wire_density.png
The die is cut into 18 by 13 equal tiles; white is low, dark blue is high, scaled to the fullest tile. Values are wire area over tile area, all layers added.
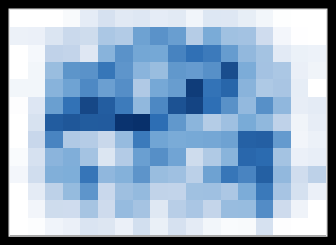
met1.png
Bar = 20 um. Cells faint in the background.
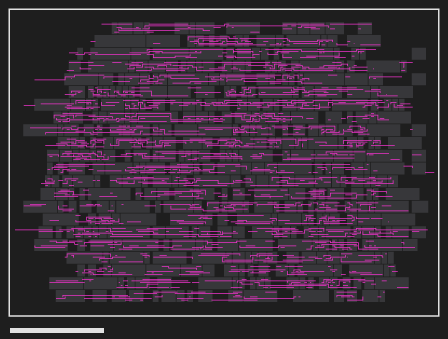
==> config.mk <==
export PLATFORM = sky130hd
export DESIGN_NAME = sonar_echo_timer
export DESIGN_NICKNAME = d
export VERILOG_FILES = /design/src/rtl/sonar_echo_timer.sv
export SDC_FILE = /design/constraint.sdc
export NUM_CORES = 1
export LEC_CHECK = 0
export ABC_AREA = 1
export CAP_MARGIN = 10
export CORE_ASPECT_RATIO = 0.7
export CORE_MARGIN = 2
export CORE_UTILIZATION = 50
export CTS_CLUSTER_SIZE = 8
export DETAILED_ROUTE_END_ITERATION = 10
export GPL_TIMING_DRIVEN = 1
export HOLD_SLACK_MARGIN = 0.05
export MAX_ROUTING_LAYER = met4
export PLACE_DENSITY_LB_ADDON = 0.3
export REMOVE_ABC_BUFFERS = 1
export SLEW_MARGIN = 40
export SYNTH_ARGS = -nofsm -noshare
export SYNTH_HDL_FRONTEND = slang
export SYNTH_SLANG_ARGS = --single-unit
==> constraint.sdc <==
create_clock -name clock -period 1.4 [get_ports clock]
set_input_delay 0.28 -clock clock [delete_from_list [all_inputs] [get_ports clock]]
set_output_delay 0.28 -clock clock [all_outputs]
set_load 0.005 [all_outputs]
==> reports/summary.txt <==
Final antenna diode count = 0
Instance count of the mapped netlist = 377
RSZ-0062 raised after global routing = true
Post-synth seq share = 0.428
Port Buffers = 23
Tmin final = 1.49 ns
Highest Clock Rate = 671 MHz
H-Tree Depth = 3
Top Family by Delay on Critical Path = simple AND/OR/NAND/NOR gates
NumNets Final = 482
Reg clk slew, reported paths = 0.06 ns
CP cell instances = ha_4 -> nand3_4 -> inv_2 -> buf_4 -> nand4_1 -> nor2_2 -> nand3_1 -> nand2_1 -> nor2_1
Post-route ant nets = 0
Worst setup EP type = flip-flop
Vias in the first global route = 2,541
Largest net degree at the start of global routing = 18
Yosys warnings = 0
Cell Area, Synth = 2660 um2
Die W = 91.2 um
Crit path DAT = 1.72 ns
Fp util = 0.512
CP max stage cell = dfxtp_2
DR vias/cell = 5.32
Flop2flop setup slack = -0.09 ns
Design Area, Final = 4040 um2
Drt drc = 0
YS chip area = 2660 um2
Die Height = 65.1 um
Req. time, crit path = 1.63 ns
Clock root buffer = clkbuf_8
Layout cells sized above 1 = 0.387
DP Cell Count = 521
Final Worst Setup Slack = -0.0905 ns
Number of primary I/O pins = 24
CTS tree = done
Hold buffer count at cts = 0
Setup violators final = 17
Cell Type Count = 30
Synth Area per Inst = 7.07 um2
HPWL Detailed = 5020 um
Area leader, netlist = dfxtp_1
Initial DRT Pass Iterations = 6
Num CTS Buffers = 9
Critical path depth = 9
R2r worst-path depth = 9
GP Congestion = 0.936
Grt total ovfl = 0
Hold path depth = 2
Top cells by area, synth = dfxtp_1 (43%), nand2_1 (11%), nor2_1 (8.7%)
Failing checks = setup timing
Chip Area = 5940 um2
CP max FO = 4
Area Growth Syn to Fin = 51.5%
Max Cap Violations = 0
Final Non-Filler Cells = 550
Initial antenna violation count = 0
Clk buf depth = 2
Clk latency late pin = 0.34 ns
Outcome = finished with violations
Crit Path Category = reg -> reg
Class of the worst hold path = reg -> reg
Tool warning count = 30
Leakage = 1.73 nW
Dpl cell area = 3360 um2
Post-synth regs = 57
Layout Skew = 0.00706 ns
Yosys stat cell total = 377
Final hold vios = 0
Max-area cell share = 0.428
Critical path buffer and inverter count = 2
Post-layout period usage = 1.06
Core area = 5200 um2
Slew @ Worst Pin = 0.345 ns
-- wire_density.png (at the start) --
- mean over tiles: 0.23
- nearly empty tiles: 9.4%
- fullest tile: 0.65
- tiles over half the peak: 30%
- densest ninth of the die: center
GRT Total Usage: 0.257
Detailed Route WL: 8240 um
DR vias: 2,928
DR WL/cell: 15.0 um

-- met1.png (at the start) --
- nets with wire on the layer: 457
- main direction: horizontal
- wire length on this layer: 3,480 um
Global Route met1 Usage: 0.334

-- where the power goes --
part           internal (mW)  switching, mW
Sequential              1.63        0.00819
Combinational         0.0432         0.0601
Clock                  0.966          0.625
Total                   2.64          0.694
-- per-layer routing --
layer / vias to the layer above / share of wire / GRT usage
met3: 24 / 0.081 / 0.0663
met2: 151 / 0.48 / 0.391
li1: 1389 / - / -
met1: 1364 / 0.42 / 0.334
met5: - / 0 / -
met4: 0 / 0.019 / 0.0928
-- layout by cell type (no fill, tap or decap), drive strengths merged, types with 3 or more instances in the layout --
cell           synthesis  routed
nand2                 79      79
nor2                  65      65
clkbuf                 2      14
or2                    3       3
a21oi                 29      29
buf                    4      68
ha                     5       5
dlygate4sd2            0      20
dfxtp                 57      57
xor2                   8       8
nand4                  5       5
nor3                  12      12
clkdlybuf4s50          0       3
nand3                 23      23
inv                   52      50
o21ai                 24      24
-- per-stage QoR --
step | util | hold slack (ns) | power (mW)
finish | 0.776 | 0.415 | 3.33
CTS | 0.706 | 0.420 | 3.34
floorplan | - | 0.351 | 1.72
detailed placement | 0.647 | 0.411 | 1.77
global placement | 0.647 | 0.403 | 1.77
global route | 0.776 | 0.443 | 3.44
-- Yosys cell counts --
library cell	instances
inv_2	1
o21ai_0	24
nand4_1	5
nand2_1	75
nand3b_1	1
nand2_2	3
ha_1	5
inv_1	51
nor2_1	62
dfxtp_1	57
o21a_1	1
o21bai_1	1
a21oi_1	24
nor3b_1	2
nand2_4	1
nor2_2	3
a211oi_1	1
buf_6	3
xor2_1	8
nand3_2	2
or2_1	1
xnor2_1	1
or2_2	2
clkbuf_1	2
nand3_1	21
a21boi_0	1
nor3_1	12
buf_1	1
and3_1	1
a21oi_2	5
-- cell type report --
type,instances,area [um2]
Clock buffer,14,173
Clock inverter,2,35.0
Fill cell,330,1170
Inverter,52,203
Multi-Input combinational cell,262,1600
Sequential cell,57,1180
Tap cell,72,90.1
Timing Repair Buffer,91,762
-- cells by family after synthesis --
| logic type | Yosys count | share of synthesized area |
|---|---|---|
| compound gates | 57 | 0.118 |
| simple gates | 191 | 0.310 |
| buf+inv | 58 | 0.0902 |
| flops | 57 | 0.428 |
| fa+ha+maj | 5 | 0.0235 |
| xor+xnor | 9 | 0.0296 |
-- tightest hold or removal path, stage by stage, from the launching register on --
cell	delay (ns)
dfxtp_1	0.30
inv_1	0.04
nor2_1	0.03
-- timing repair --
action                                  4_1_cts  5_1_grt
endpoints found under the setup margin       53       48
pin swaps                                     8       18
setup buffers                                 3       10
gates resized                                56       90
gates cloned                                  0        0
Power figures rest on the tool's default switching activity, not on a simulated workload.
